`src/rtl/datapath_sequencer_pkg.sv`:
```
// rtl/datapath_sequencer_pkg.sv - opcodes, state encoding and instruction field helpers
package datapath_sequencer_pkg;

    typedef enum logic [2:0] {
        OP_NOP   = 3'd0,
        OP_ALU   = 3'd1,
        OP_CMP   = 3'd2,
        OP_LOAD  = 3'd3,
        OP_STORE = 3'd4
    } op_e;

    typedef enum logic [1:0] {
        S_IDLE = 2'd0,
        S_EXEC = 2'd1,
        S_WAIT = 2'd2,
        S_WB   = 2'd3
    } state_e;

    localparam int OP_LSB = 21;
    localparam int RD_LSB = 16;
    localparam int RA_LSB = 11;
    localparam int RB_LSB = 6;
    localparam int FN_LSB = 1;
    localparam int CI_BIT = 0;

    localparam logic [4:0] SEL_PASSB_DEF = 5'b00110;

    function automatic op_e instr_op(input logic [23:0] i);
        return op_e'(i[OP_LSB +: 3]);
    endfunction

    function automatic logic [4:0] instr_reg(input logic [23:0] i, input int lsb);
        return i[lsb +: 5];
    endfunction

    function automatic logic instr_ci(input logic [23:0] i);
        return i[CI_BIT];
    endfunction

endpackage

```
`src/rtl/datapath_sequencer_if.sv`:
```
// rtl/datapath_sequencer_if.sv - instruction handshake and datapath control word bundle
interface datapath_sequencer_if;
    logic [23:0] instr;
    logic        instr_valid;
    logic        instr_ready;
    logic [3:0]  status;
    logic        write;
    logic [4:0]  writeReg;
    logic [4:0]  readA;
    logic [4:0]  readB;
    logic [4:0]  sel;
    logic        muxSel;
    logic        cin;
    logic        writeRam;
    logic        dataSel;
    logic [3:0]  flags;
    logic        done;
    logic        err;

    modport master (
        output instr, instr_valid, status,
        input  instr_ready, write, writeReg, readA, readB, sel, muxSel,
               cin, writeRam, dataSel, flags, done, err
    );

    modport slave (
        input  instr, instr_valid, status,
        output instr_ready, write, writeReg, readA, readB, sel, muxSel,
               cin, writeRam, dataSel, flags, done, err
    );
endinterface

```
`src/rtl/datapath_sequencer.sv`:
```
// rtl/datapath_sequencer.sv - multi-cycle control sequencer for the regfile/ALU/RAM datapath
module datapath_sequencer
    import datapath_sequencer_pkg::*;
#(
    parameter logic [4:0] SEL_PASSB  = SEL_PASSB_DEF,
    parameter int         RAM_RD_LAT = 1
) (
    input logic           clock,
    input logic           reset,
    datapath_sequencer_if.slave bus
);

    // WAIT spans RAM_RD_LAT-1 cycles; the counter ends on zero.
    localparam logic [1:0] WAIT_INIT = (RAM_RD_LAT > 1) ? 2'(RAM_RD_LAT - 2) : 2'd0;

    state_e      state;
    logic [23:0] instr_q;
    logic [1:0]  wait_cnt;
    logic [3:0]  flags_q;
    op_e         op;
    logic [4:0]  rd, ra, rb, fn;
    logic        ci;

    assign op = instr_op(instr_q);
    assign rd = instr_reg(instr_q, RD_LSB);
    assign ra = instr_reg(instr_q, RA_LSB);
    assign rb = instr_reg(instr_q, RB_LSB);
    assign fn = instr_reg(instr_q, FN_LSB);
    assign ci = instr_ci(instr_q);

    always_ff @(posedge clock) begin
        if (reset) begin
            state    <= S_IDLE;
            instr_q  <= '0;
            wait_cnt <= '0;
            flags_q  <= '0;
        end else begin
            case (state)
                S_IDLE: begin
                    if (bus.instr_valid) begin
                        instr_q <= bus.instr;
                        state   <= S_EXEC;
                    end
                end
                S_EXEC: begin
                    state <= S_IDLE;
                    case (op)
                        OP_ALU, OP_CMP: flags_q <= bus.status;
                        OP_LOAD: begin
                            if (RAM_RD_LAT == 1) begin
                                state <= S_WB;
                            end else begin
                                state    <= S_WAIT;
                                wait_cnt <= WAIT_INIT;
                            end
                        end
                        default: ;
                    endcase
                end
                S_WAIT: begin
                    if (wait_cnt == 2'd0) begin
                        state <= S_WB;
                    end else begin
                        wait_cnt <= wait_cnt - 2'd1;
                    end
                end
                S_WB:    state <= S_IDLE;
                default: state <= S_IDLE;
            endcase
        end
    end

    assign bus.flags  = flags_q;
    assign bus.muxSel = 1'b0;

    // Control word comes only from registered state and instruction.
    always_comb begin
        bus.instr_ready = (state == S_IDLE);
        bus.write       = 1'b0;
        bus.writeReg    = '0;
        bus.readA       = '0;
        bus.readB       = '0;
        bus.sel         = '0;
        bus.cin         = 1'b0;
        bus.writeRam    = 1'b0;
        bus.dataSel     = 1'b0;
        bus.done        = 1'b0;
        bus.err         = 1'b0;
        case (state)
            S_EXEC: begin
                case (op)
                    OP_NOP: bus.done = 1'b1;
                    OP_ALU, OP_CMP: begin
                        bus.readA    = ra;
                        bus.readB    = rb;
                        bus.sel      = fn;
                        bus.cin      = ci;
                        bus.writeReg = rd;
                        bus.write    = (op == OP_ALU);
                        bus.done     = 1'b1;
                    end
                    OP_LOAD: begin
                        bus.readB = rb;
                        bus.sel   = SEL_PASSB;
                    end
                    OP_STORE: begin
                        bus.readA    = ra;
                        bus.readB    = rb;
                        bus.sel      = SEL_PASSB;
                        bus.writeRam = 1'b1;
                        bus.done     = 1'b1;
                    end
                    default: bus.err = 1'b1;
                endcase
            end
            S_WAIT: begin
                bus.readB = rb;
                bus.sel   = SEL_PASSB;
            end
            S_WB: begin
                bus.readB    = rb;
                bus.sel      = SEL_PASSB;
                bus.writeReg = rd;
                bus.write    = 1'b1;
                bus.dataSel  = 1'b1;
                bus.done     = 1'b1;
            end
            default: ;
        endcase
    end

endmodule

```
`src/flat_wrapper.sv`:
```
// flat-port wrapper written by rule: the top's interface ports become plain ports
module datapath_sequencer_flat import datapath_sequencer_pkg::*;
#(
    parameter logic [4:0] SEL_PASSB  = SEL_PASSB_DEF,
    parameter int         RAM_RD_LAT = 1
)
  (clock, reset, bus_instr, bus_instr_valid, bus_status, bus_instr_ready, bus_write, bus_writeReg, bus_readA, bus_readB, bus_sel, bus_muxSel, bus_cin, bus_writeRam, bus_dataSel, bus_flags, bus_done, bus_err);
  datapath_sequencer_if bus_i ();
  input logic clock;
  input logic reset;
  input wire logic [$bits(bus_i.instr)-1:0] bus_instr;
  input wire logic [$bits(bus_i.instr_valid)-1:0] bus_instr_valid;
  input wire logic [$bits(bus_i.status)-1:0] bus_status;
  output wire logic [$bits(bus_i.instr_ready)-1:0] bus_instr_ready;
  output wire logic [$bits(bus_i.write)-1:0] bus_write;
  output wire logic [$bits(bus_i.writeReg)-1:0] bus_writeReg;
  output wire logic [$bits(bus_i.readA)-1:0] bus_readA;
  output wire logic [$bits(bus_i.readB)-1:0] bus_readB;
  output wire logic [$bits(bus_i.sel)-1:0] bus_sel;
  output wire logic [$bits(bus_i.muxSel)-1:0] bus_muxSel;
  output wire logic [$bits(bus_i.cin)-1:0] bus_cin;
  output wire logic [$bits(bus_i.writeRam)-1:0] bus_writeRam;
  output wire logic [$bits(bus_i.dataSel)-1:0] bus_dataSel;
  output wire logic [$bits(bus_i.flags)-1:0] bus_flags;
  output wire logic [$bits(bus_i.done)-1:0] bus_done;
  output wire logic [$bits(bus_i.err)-1:0] bus_err;
  assign bus_i.instr = bus_instr;
  assign bus_i.instr_valid = bus_instr_valid;
  assign bus_i.status = bus_status;
  assign bus_instr_ready = bus_i.instr_ready;
  assign bus_write = bus_i.write;
  assign bus_writeReg = bus_i.writeReg;
  assign bus_readA = bus_i.readA;
  assign bus_readB = bus_i.readB;
  assign bus_sel = bus_i.sel;
  assign bus_muxSel = bus_i.muxSel;
  assign bus_cin = bus_i.cin;
  assign bus_writeRam = bus_i.writeRam;
  assign bus_dataSel = bus_i.dataSel;
  assign bus_flags = bus_i.flags;
  assign bus_done = bus_i.done;
  assign bus_err = bus_i.err;
  datapath_sequencer #(.SEL_PASSB(SEL_PASSB), .RAM_RD_LAT(RAM_RD_LAT)) u_core (.clock(clock), .reset(reset), .bus(bus_i));
endmodule
```
`config.mk`:
```
export PLATFORM = sky130hd
export DESIGN_NAME = datapath_sequencer_flat
export DESIGN_NICKNAME = d
export VERILOG_FILES = /design/src/rtl/datapath_sequencer_pkg.sv /design/src/rtl/datapath_sequencer_if.sv /design/src/rtl/datapath_sequencer.sv /design/src/flat_wrapper.sv
export SDC_FILE = /design/constraint.sdc
export NUM_CORES = 1
export LEC_CHECK = 0
export CORE_MARGIN = 8
export CORE_UTILIZATION = 30
export CTS_CLUSTER_DIAMETER = 60
export DETAILED_ROUTE_END_ITERATION = 6
export SETUP_SLACK_MARGIN = 0.3
export SYNTH_ARGS = -nofsm -noshare
export SYNTH_HDL_FRONTEND = slang
export SYNTH_SLANG_ARGS = --single-unit
```
`constraint.sdc`:
```
create_clock -name clock -period 1.6 [get_ports clock]
set_clock_uncertainty 0.05 [all_clocks]
set_input_delay 0.32 -clock clock [delete_from_list [all_inputs] [get_ports clock]]
set_output_delay 0.32 -clock clock [all_outputs]
set_load 0.1 [all_outputs]
```
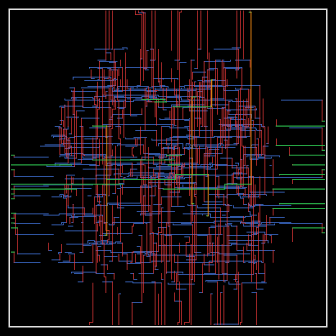
layers.png
layer	colour	wire length
M4	orange	128 um
M1	blue	2310 um
M2	red	2970 um
M3	green	307 um

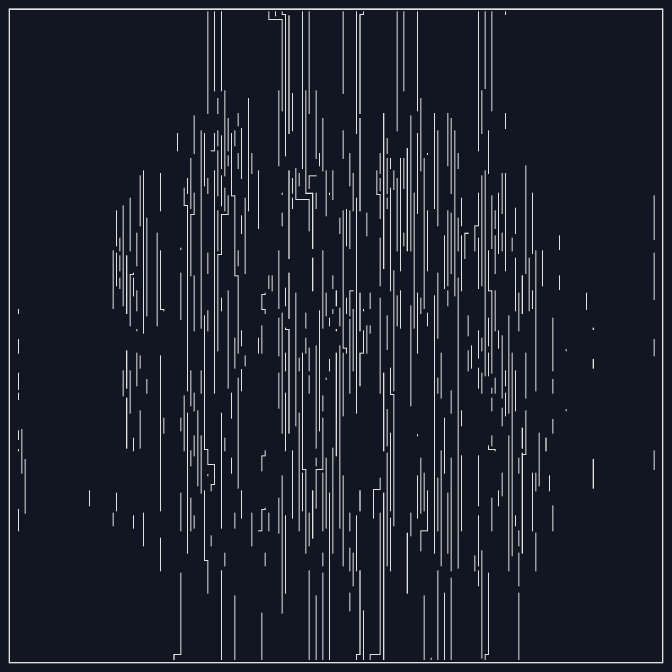
m2.png
nets with wire on the layer	301
wire length on this layer	2970 um
longest straight run	39.4 um
via count: 1772
Routed Wire Length: 5720 um
GRT met2 Usage: 23.2%

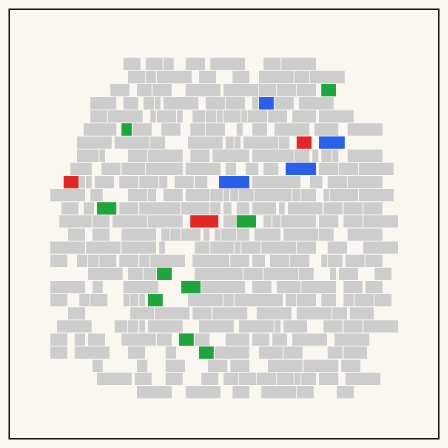
gates.png
family	colour	cells
and/or cells	green	9
non-inverting ao/oa cells	blue	4
xor and xnor cells	red	3

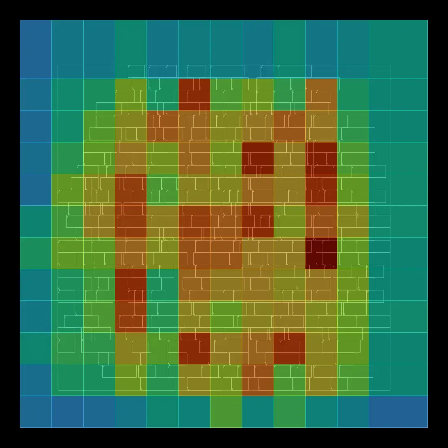
congestion_map.png
Most Used Layer, Global Route: met2
Post-Route Utilization: 72.4%

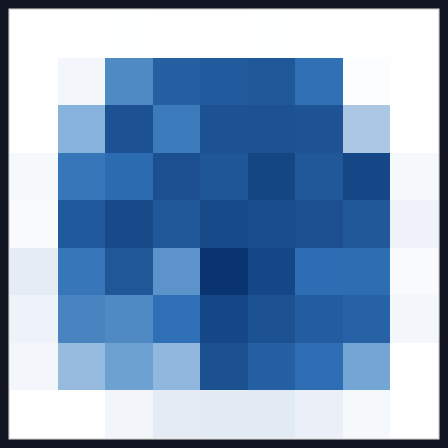
util_map.png
9 x 9 tiles, from white (low) to dark blue (high), 0 to 100% covered.
mean over tiles	46%
nearly empty tiles	22%
fullest tile	99%
densest ninth of the die	centre

==> results.yml <==
# physical design summary
floorplan:
  std_cell_rows: 26
  die_y_um: 88.7
  dieArea_mm2: 0.00787
  core_util_floorplan_pct: 31.0
clocking:
  cts_max_level: 2
  cts_tree: "built"
  cts_buffers: 5
  root_buffer: "clkbuf_8"
  clk_path_buf_depth: 2
flow_run:
  warnings: 29
logic_synthesis:
  synthTopCellsByArea: "dfxtp_1 40%, nand2_1 15%, a21oi_1 9.5%"
  ys_seq_elements: 32
  top_area_share_pct: 40.4
  top_cell: "nand2_1"
  synth_area_mm2: 0.00159
  ys_seq_share_pct: 40.4
worst_setup_path:
  path_cells: "or3_4 > a31oi_4 > buf_12 > nor2b_4 > buf_12"
  r2r-start: "u_core.state[1]"
  r2r_cells: 9
  cp_top_family: "simple AND/OR/NAND/NOR gates"
  max_stage_delay_ns: 0.38
  worst_ep_arrival_time_ns: 1.55
  crit_path_start_kind: "flip-flop"
  cp.required_ns: 1.23
timing:
  worst_slack_ns: -0.323
  finalMaxSlewViolations: 0
  setup_violations: 48
  fin_crit_sh_pct: 120
  min_period_ns: 1.92
  whs_ns: 0.405
  rsz0062_at_grt: "true"
min_path:
  worstHoldStart: "u_core.instr_q[0]"
cells_and_area:
  antenna_cells: 0
  final_cells: 370
  nets: 332
  drive_above_1_share_pct: 62.7
placement:
  dp.cells: 347
  io_buffers: 61
route:
  dr.pass1.iters: 4
global_route:
  grt_pass1_wl_um: 8400
outcome:
  failed_checks: "negative setup slack"
  status: "complete, but fails checks"
power_and_ir_drop:
  ir_drop_v: 0.000361
==> logic make-up (layout without fill, tap and decap cells) <==
family                     count (synthesis)  after routing  synth area share [%]
AOI/OAI and AO/OA                         40             40                  13.7
xor gates and xnor gates                   3              3                  1.66
adders and majority gates                  1              1                 0.789
buffers and inverters                     21            110                  8.13
DFF                                       32             32                  40.4
muxes                                      5              5                  3.16
other                                      1              1                 0.237
and+or+nand+nor                          108            108                  31.9
==> worst max-delay path by stage <==
stage               cells after the start          startpoint                 end  slack, ns
floorplan                               5     u_core.state[0]        bus_writeRam      -0.31
global placement                        5     bus_instr_valid   u_core.instr_q[2]      -0.07
detailed placement                      5     bus_instr_valid  u_core.instr_q[17]      -0.09
CTS                                     5  u_core.instr_q[21]          bus_sel[3]      -0.31
global route                            5  u_core.instr_q[21]        bus_readA[3]      -0.36
finish                                  5  u_core.instr_q[22]        bus_readB[2]      -0.32
==> cell type report <==
class | instances | area [um2] | area share, %
tap | 70 | 87.6 | 2.37
inverter | 3 | 11.3 | 0.305
clock buffer | 6 | 72.6 | 1.96
timing repair buffer | 100 | 1450 | 39.1
clock inverter | 1 | 5.00 | 0.135
sequential | 32 | 652 | 17.6
multi-input combinational | 158 | 1420 | 38.5
==> registers in the layout (all words and copies together) (netlist names) <==
signal	flops
u_core.instr_q	24
u_core.bus.flags	4
u_core.wait_cnt	2
u_core.state	2
==> worst min-delay path, cell delays in order, from the launching register on <==
cell     delay [ns]
dfxtp_1        0.31
nand2_1        0.05
a21oi_1        0.05
==> repair_timing <==
item                       4_1_cts  5_1_grt
gates cloned                     3        1
pin swaps                        8       43
resized                         56       70
buffers inserted                 6        6
setup endpoints to repair       54       58
==> metal layers <==
layer	track usage [%]	vias up	wire length (um)	share of wire [%]
li1	-	860	-	-
met1	15.7	853	2310	40
met2	23.2	48	2970	52
met3	3.16	11	307	5.4
met4	6.76	0	127	2.2
met5	0	-	0	0
==> cells in the final DEF, fill, tap and decap left out, drive strengths merged <==
cell / instances
nand4: 1
o21ai: 4
nor2b: 7
ha: 1
conb: 1
nand2: 62
clkbuf: 7
or2: 1
o22a: 1
buf: 69
o21a: 1
inv: 3
nor3b: 2
and3: 1
xnor2: 2
a31oi: 1
nand2b: 10
clkdlybuf4s50: 30
a21oi: 30
xor2: 1
and2: 5
mux2i: 5
or3b: 1
a31o: 2
nor3: 1
clkinv: 1
a211oi: 1
or3: 1
nor2: 16
dfxtp: 32
==> report_power, final <==
| part | total, mW | internal, mW | switching [mW] |
|---|---|---|---|
| Sequential | 0.880 | 0.837 | 0.0426 |
| Clock | 0.571 | 0.295 | 0.276 |
| Combinational | 0.753 | 0.367 | 0.386 |
| Total | 2.20 | 1.50 | 0.705 |
